<file path="config.mk">
export PLATFORM = sky130hd
export DESIGN_NAME = alu_operand_stage_flat
export DESIGN_NICKNAME = d
export VERILOG_FILES = /design/src/rtl/alu_operand_stage_if.sv /design/src/rtl/alu_operand_stage.sv /design/src/flat_wrapper.sv
export SDC_FILE = /design/constraint.sdc
export NUM_CORES = 1
export LEC_CHECK = 0
export CORE_AREA = 2 2 149 151
export CTS_CLUSTER_DIAMETER = 80
export DETAILED_ROUTE_END_ITERATION = 10
export DIE_AREA = 0 0 151 153
export GPL_TIMING_DRIVEN = 0
export HOLD_SLACK_MARGIN = 0.12
export MAX_ROUTING_LAYER = met4
export PLACE_DENSITY = 0.76
export SETUP_SLACK_MARGIN = 0.1
export SLEW_MARGIN = 30
export SYNTH_ARGS = -nofsm -noshare
export SYNTH_HDL_FRONTEND = slang
export SYNTH_SLANG_ARGS = --single-unit
</file>
<file path="constraint.sdc">
create_clock -name clk -period 2 [get_ports clk]
set_input_delay 0.4 -clock clk [delete_from_list [all_inputs] [get_ports clk]]
set_output_delay 0.4 -clock clk [all_outputs]
set_load 0.01 [all_outputs]
</file>
<file path="src/rtl/alu_operand_stage_if.sv">
// Purpose     : bundles the operand-stage handshake, instruction fields and forwarding buses.
// Latency     : none; wires only.
// Backpressure: carries inValid/inReady upstream and outValid/outReady downstream.
// Ports: no ports; parameters XLEN (datapath width) and CNTW (stall-counter width).
//   master modport: the upstream/downstream side of the stage (decode, hazard buses, mainALU).
//   slave modport : the stage itself.
interface alu_operand_stage_if #(
   parameter int XLEN = 32,
   parameter int CNTW = 16
);
   // upstream handshake and decoded instruction
   logic            inValid;
   logic            inReady;
   logic [XLEN-1:0] inPC;
   logic [XLEN-1:0] inRs1Data;
   logic [XLEN-1:0] inRs2Data;
   logic [XLEN-1:0] inImm;
   logic [4:0]      inRs1Addr;
   logic [4:0]      inRs2Addr;
   logic [4:0]      inRdAddr;
   logic            inASel;
   logic            inBSel;
   logic [3:0]      inALUSel;
   logic            inRegWEn;
   logic            flush;
   // forwarding sources
   logic            exFwdWEn;
   logic [4:0]      exFwdRd;
   logic [XLEN-1:0] exFwdData;
   logic            wbFwdWEn;
   logic [4:0]      wbFwdRd;
   logic [XLEN-1:0] wbFwdData;
   // downstream handshake and registered operands
   logic            outValid;
   logic            outReady;
   logic [XLEN-1:0] outALUa;
   logic [XLEN-1:0] outALUb;
   logic [3:0]      outALUSel;
   logic [XLEN-1:0] outStoreData;
   logic [4:0]      outRdAddr;
   logic            outRegWEn;
   logic [XLEN-1:0] outPC;
   logic [CNTW-1:0] stallCnt;

   modport master (
      output inValid, inPC, inRs1Data, inRs2Data, inImm, inRs1Addr, inRs2Addr, inRdAddr,
             inASel, inBSel, inALUSel, inRegWEn, flush,
             exFwdWEn, exFwdRd, exFwdData, wbFwdWEn, wbFwdRd, wbFwdData, outReady,
      input  inReady, outValid, outALUa, outALUb, outALUSel, outStoreData, outRdAddr,
             outRegWEn, outPC, stallCnt
   );

   modport slave (
      input  inValid, inPC, inRs1Data, inRs2Data, inImm, inRs1Addr, inRs2Addr, inRdAddr,
             inASel, inBSel, inALUSel, inRegWEn, flush,
             exFwdWEn, exFwdRd, exFwdData, wbFwdWEn, wbFwdRd, wbFwdData, outReady,
      output inReady, outValid, outALUa, outALUb, outALUSel, outStoreData, outRdAddr,
             outRegWEn, outPC, stallCnt
   );
endinterface

</file>
<file path="src/rtl/alu_operand_stage.sv">
// Purpose     : ID/EX stage feeding mainALU; forwards EX/MEM and MEM/WB results, muxes A/B.
// Latency     : 1 cycle from accepted input to registered out*.
// Backpressure: inReady = !outValid | outReady | flush; stalled outputs hold, stallCnt saturates.
// Ports:
//   clk    : rising-edge clock
//   resetN : asynchronous active-low reset; clears outValid and every output register
//   bus    : slave view of alu_operand_stage_if (upstream instruction, forwarding buses,
//            downstream operands, stall counter)
module alu_operand_stage #(
   parameter int XLEN = 32,
   parameter int CNTW = 16
) (
   input logic                clk,
   input logic                resetN,
   alu_operand_stage_if.slave bus
);

   logic            valid_q;
   logic [XLEN-1:0] alu_a_q;
   logic [XLEN-1:0] alu_b_q;
   logic [3:0]      alu_sel_q;
   logic [XLEN-1:0] store_q;
   logic [4:0]      rd_q;
   logic            reg_wen_q;
   logic [XLEN-1:0] pc_q;
   logic [CNTW-1:0] stall_cnt_q;

   logic            in_ready;
   logic            accept;
   logic            load;
   logic            stalled;
   logic [XLEN-1:0] fwd_rs1;
   logic [XLEN-1:0] fwd_rs2;
   logic [XLEN-1:0] op_a;
   logic [XLEN-1:0] op_b;

   // x0 always reads zero; the younger EX/MEM result wins over MEM/WB.
   function automatic logic [XLEN-1:0] fwd_pick(
      input logic [4:0]      addr,
      input logic [XLEN-1:0] rf_data,
      input logic            ex_wen,
      input logic [4:0]      ex_rd,
      input logic [XLEN-1:0] ex_data,
      input logic            wb_wen,
      input logic [4:0]      wb_rd,
      input logic [XLEN-1:0] wb_data
   );
      logic [XLEN-1:0] res;
      res = rf_data;
      if (addr == 5'd0) begin
         res = '0;
      end else if (ex_wen && ex_rd == addr && ex_rd != 5'd0) begin
         res = ex_data;
      end else if (wb_wen && wb_rd == addr && wb_rd != 5'd0) begin
         res = wb_data;
      end
      return res;
   endfunction

   always_comb begin
      fwd_rs1 = fwd_pick(bus.inRs1Addr, bus.inRs1Data, bus.exFwdWEn, bus.exFwdRd, bus.exFwdData,
                         bus.wbFwdWEn, bus.wbFwdRd, bus.wbFwdData);
      fwd_rs2 = fwd_pick(bus.inRs2Addr, bus.inRs2Data, bus.exFwdWEn, bus.exFwdRd, bus.exFwdData,
                         bus.wbFwdWEn, bus.wbFwdRd, bus.wbFwdData);
      op_a    = bus.inASel ? bus.inPC  : fwd_rs1;
      op_b    = bus.inBSel ? bus.inImm : fwd_rs2;
   end

   assign in_ready = !valid_q || bus.outReady || bus.flush;
   assign accept   = bus.inValid && in_ready;
   // a flushed instruction is dropped, so the data registers stay put
   assign load     = accept && !bus.flush;
   assign stalled  = valid_q && !bus.outReady;

   always_ff @(posedge clk or negedge resetN) begin
      if (!resetN) begin
         valid_q <= 1'b0;
      end else if (bus.flush) begin
         valid_q <= 1'b0;
      end else if (accept) begin
         valid_q <= 1'b1;
      end else if (bus.outReady) begin
         valid_q <= 1'b0;
      end
   end

   always_ff @(posedge clk or negedge resetN) begin
      if (!resetN) begin
         alu_a_q   <= '0;
         alu_b_q   <= '0;
         alu_sel_q <= 4'b0000;
         store_q   <= '0;
         rd_q      <= '0;
         reg_wen_q <= 1'b0;
         pc_q      <= '0;
      end else if (load) begin
         alu_a_q   <= op_a;
         alu_b_q   <= op_b;
         alu_sel_q <= bus.inALUSel;
         store_q   <= fwd_rs2;
         rd_q      <= bus.inRdAddr;
         reg_wen_q <= bus.inRegWEn;
         pc_q      <= bus.inPC;
      end
   end

   // counts every stalled edge, including one on which a flush arrives
   always_ff @(posedge clk or negedge resetN) begin
      if (!resetN) begin
         stall_cnt_q <= '0;
      end else if (stalled && stall_cnt_q != {CNTW{1'b1}}) begin
         stall_cnt_q <= stall_cnt_q + {{(CNTW-1){1'b0}}, 1'b1};
      end
   end

   assign bus.inReady      = in_ready;
   assign bus.outValid     = valid_q;
   assign bus.outALUa      = alu_a_q;
   assign bus.outALUb      = alu_b_q;
   assign bus.outALUSel    = alu_sel_q;
   assign bus.outStoreData = store_q;
   assign bus.outRdAddr    = rd_q;
   assign bus.outRegWEn    = reg_wen_q;
   assign bus.outPC        = pc_q;
   assign bus.stallCnt     = stall_cnt_q;

endmodule
</file>
<file path="src/flat_wrapper.sv">
// flat-port wrapper written by rule: the top's interface ports become plain ports
module alu_operand_stage_flat 
#(
   parameter int XLEN = 32,
   parameter int CNTW = 16
)
  (clk, resetN, bus_inValid, bus_inPC, bus_inRs1Data, bus_inRs2Data, bus_inImm, bus_inRs1Addr, bus_inRs2Addr, bus_inRdAddr, bus_inASel, bus_inBSel, bus_inALUSel, bus_inRegWEn, bus_flush, bus_exFwdWEn, bus_exFwdRd, bus_exFwdData, bus_wbFwdWEn, bus_wbFwdRd, bus_wbFwdData, bus_outReady, bus_inReady, bus_outValid, bus_outALUa, bus_outALUb, bus_outALUSel, bus_outStoreData, bus_outRdAddr, bus_outRegWEn, bus_outPC, bus_stallCnt);
  alu_operand_stage_if #(.XLEN(XLEN), .CNTW(CNTW)) bus_i ();
  input logic clk;
  input logic resetN;
  input wire logic [$bits(bus_i.inValid)-1:0] bus_inValid;
  input wire logic [$bits(bus_i.inPC)-1:0] bus_inPC;
  input wire logic [$bits(bus_i.inRs1Data)-1:0] bus_inRs1Data;
  input wire logic [$bits(bus_i.inRs2Data)-1:0] bus_inRs2Data;
  input wire logic [$bits(bus_i.inImm)-1:0] bus_inImm;
  input wire logic [$bits(bus_i.inRs1Addr)-1:0] bus_inRs1Addr;
  input wire logic [$bits(bus_i.inRs2Addr)-1:0] bus_inRs2Addr;
  input wire logic [$bits(bus_i.inRdAddr)-1:0] bus_inRdAddr;
  input wire logic [$bits(bus_i.inASel)-1:0] bus_inASel;
  input wire logic [$bits(bus_i.inBSel)-1:0] bus_inBSel;
  input wire logic [$bits(bus_i.inALUSel)-1:0] bus_inALUSel;
  input wire logic [$bits(bus_i.inRegWEn)-1:0] bus_inRegWEn;
  input wire logic [$bits(bus_i.flush)-1:0] bus_flush;
  input wire logic [$bits(bus_i.exFwdWEn)-1:0] bus_exFwdWEn;
  input wire logic [$bits(bus_i.exFwdRd)-1:0] bus_exFwdRd;
  input wire logic [$bits(bus_i.exFwdData)-1:0] bus_exFwdData;
  input wire logic [$bits(bus_i.wbFwdWEn)-1:0] bus_wbFwdWEn;
  input wire logic [$bits(bus_i.wbFwdRd)-1:0] bus_wbFwdRd;
  input wire logic [$bits(bus_i.wbFwdData)-1:0] bus_wbFwdData;
  input wire logic [$bits(bus_i.outReady)-1:0] bus_outReady;
  output wire logic [$bits(bus_i.inReady)-1:0] bus_inReady;
  output wire logic [$bits(bus_i.outValid)-1:0] bus_outValid;
  output wire logic [$bits(bus_i.outALUa)-1:0] bus_outALUa;
  output wire logic [$bits(bus_i.outALUb)-1:0] bus_outALUb;
  output wire logic [$bits(bus_i.outALUSel)-1:0] bus_outALUSel;
  output wire logic [$bits(bus_i.outStoreData)-1:0] bus_outStoreData;
  output wire logic [$bits(bus_i.outRdAddr)-1:0] bus_outRdAddr;
  output wire logic [$bits(bus_i.outRegWEn)-1:0] bus_outRegWEn;
  output wire logic [$bits(bus_i.outPC)-1:0] bus_outPC;
  output wire logic [$bits(bus_i.stallCnt)-1:0] bus_stallCnt;
  assign bus_i.inValid = bus_inValid;
  assign bus_i.inPC = bus_inPC;
  assign bus_i.inRs1Data = bus_inRs1Data;
  assign bus_i.inRs2Data = bus_inRs2Data;
  assign bus_i.inImm = bus_inImm;
  assign bus_i.inRs1Addr = bus_inRs1Addr;
  assign bus_i.inRs2Addr = bus_inRs2Addr;
  assign bus_i.inRdAddr = bus_inRdAddr;
  assign bus_i.inASel = bus_inASel;
  assign bus_i.inBSel = bus_inBSel;
  assign bus_i.inALUSel = bus_inALUSel;
  assign bus_i.inRegWEn = bus_inRegWEn;
  assign bus_i.flush = bus_flush;
  assign bus_i.exFwdWEn = bus_exFwdWEn;
  assign bus_i.exFwdRd = bus_exFwdRd;
  assign bus_i.exFwdData = bus_exFwdData;
  assign bus_i.wbFwdWEn = bus_wbFwdWEn;
  assign bus_i.wbFwdRd = bus_wbFwdRd;
  assign bus_i.wbFwdData = bus_wbFwdData;
  assign bus_i.outReady = bus_outReady;
  assign bus_inReady = bus_i.inReady;
  assign bus_outValid = bus_i.outValid;
  assign bus_outALUa = bus_i.outALUa;
  assign bus_outALUb = bus_i.outALUb;
  assign bus_outALUSel = bus_i.outALUSel;
  assign bus_outStoreData = bus_i.outStoreData;
  assign bus_outRdAddr = bus_i.outRdAddr;
  assign bus_outRegWEn = bus_i.outRegWEn;
  assign bus_outPC = bus_i.outPC;
  assign bus_stallCnt = bus_i.stallCnt;
  alu_operand_stage #(.XLEN(XLEN), .CNTW(CNTW)) u_core (.clk(clk), .resetN(resetN), .bus(bus_i));
endmodule
</file>
Fig. 1: run 1, met4 routing
Supply wires on this layer in gray. Cells faint in the background.
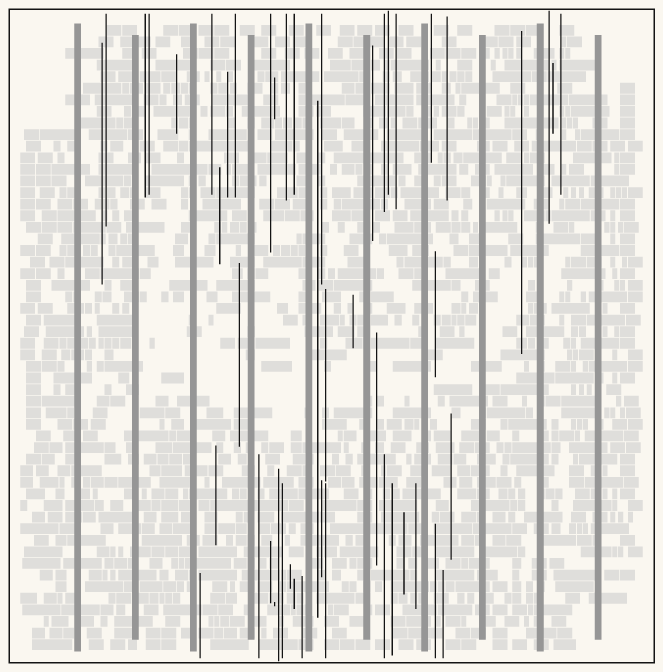
share of all routed wire: 4.8%
main direction: vertical
via count: 9234
total wire length: 37900 um

Fig. 2: run 1, signal wires by layer
Bar = 50 um.
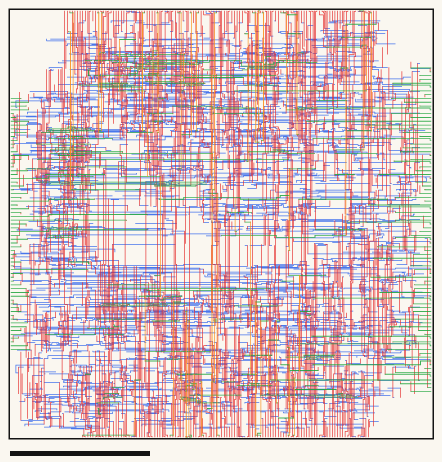
[M4] orange | wire length: 1810 um
[M2] red | wire length: 17700 um
[M3] green | wire length: 3490 um
[M1] blue | wire length: 14900 um
total track usage: 33.2%
WL/cell: 23.3 um

Fig. 3: run 1, sizing map
Bar = 50 um.
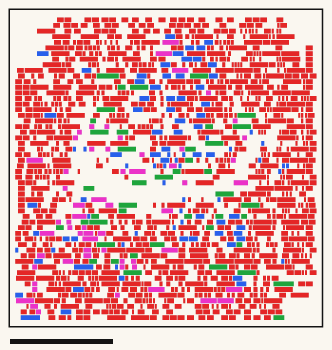
[x1 and smaller] red | cells: 1151 | share: 86%
[x3 and x4] magenta | cells: 59 | share: 4.4%
[x2] blue | cells: 90 | share: 6.7%
[x6 and larger] green | cells: 43 | share: 3.2%
Setup WS post-layout: 0.0840 ns
Non-clk bufs: 479
Finished Cell Area: 0.0138 sq mm
area grow syn2layout: 65.7%

==> out/results.tsv, run 1 <==
metric	value	unit
cts_tree	built	
total_power	10.7	mW
drcViolationCount	0	
max_slew_margin	53.7	%
critPathTopFamily	buffers and inverters	
share_comb_of_total_power	31.2	%
flop_cell	dfrtp_1	
chip_area	0.0231	sq mm
comb_area_share	32.4	%
ctsHtreeMaxLevel	4	
edf_count	0	
gp_congestion	0.965	
seq_cells	155	
ys_sh_aoi	25.1	%
final.setup.tns	0	ns
status	finished clean	
most_common_cell	nand2_1	
swShare	32.4	%
ir_drop	0.577	mV
ys_seq_share	46.6	%
post_cts_buffers	6	
synth_top_area_share	46.6	%
gr-usage-met3	8.24	%
drt_iter0_drc	694	
synthesis.nets	1146	
r2r_slack	0.11	ns
holdCritPathClass	reg -> reg	
grt_pass1_wl	55600	um
end_kind	primary output	
whs_path_depth	2	
path_depth	2	
max_stage_delay	0.53	ns
==> run 1 -> run 2 <==
- CTS_CLUSTER_DIAMETER: 80 -> 40
Fig. 4: run 2, met3 routing
Bar = 50 um.
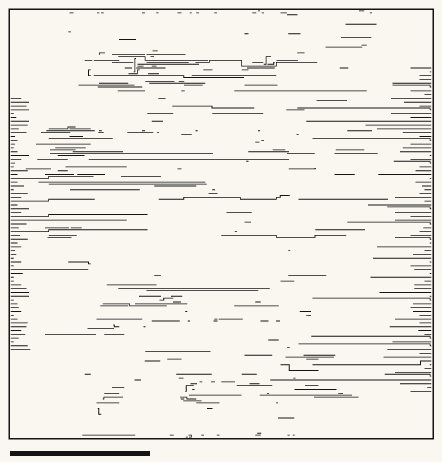
main direction: horizontal
share of all routed wire: 9.2%
nets with wire on the layer: 293
wire length on this layer: 3490 um
met3 GRT Util: 8.24%

==> run 2 against run 1 <==
  * Synthesized cell count unchanged
  * Sequential share of layout area stayed put
  * Combinational power is essentially flat
  * Flip-flop count is the same
  * Register-to-register slack about the same
  * Die area stayed put
  * Clock-buffer cell count unchanged
  * Wire length stayed put
  * Worst setup slack is the same
==> out/results.tsv, run 2 <==
metric	value	unit
ys_sh_aoi	25.1	%
cts_tree	built	
grt_pass1_wl	55600	um
wl	37900	um
synth_top_area_share	46.6	%
status	finished clean	
total_power	10.7	mW
ys_seq_share	46.6	%
ir_drop	0.577	mV
swShare	32.4	%
r2r_slack	0.11	ns
holdCritPathClass	reg -> reg	
comb_area_share	32.4	%
path_depth	2	
post_cts_buffers	6	
stdcell_area	0.0138	sq mm
gp_congestion	0.965	
synthesis.nets	1146	
most_common_cell	nand2_1	
max_slew_margin	53.7	%
whs_path_depth	2	
ctsHtreeMaxLevel	4	
end_kind	primary output	
edf_count	0	
wl_per_cell	23.3	um
critPathTopFamily	buffers and inverters	
timing.final.ws_setup	0.0840	ns
share_comb_of_total_power	31.2	%
grt_usage	33.2	%
drcViolationCount	0	
n_all_buffers	479	
Fig. 5: run 2, cell outlines without signal wires
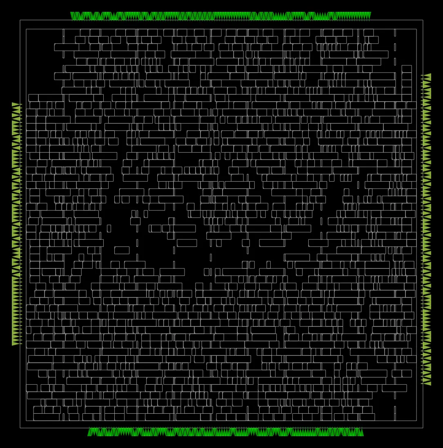
Tapcells: 280
Finished Layout Cells: 1628
Fill cells: 1853
seq_cells: 155

No activity file was given, so power comes from the tool's default toggle rates.
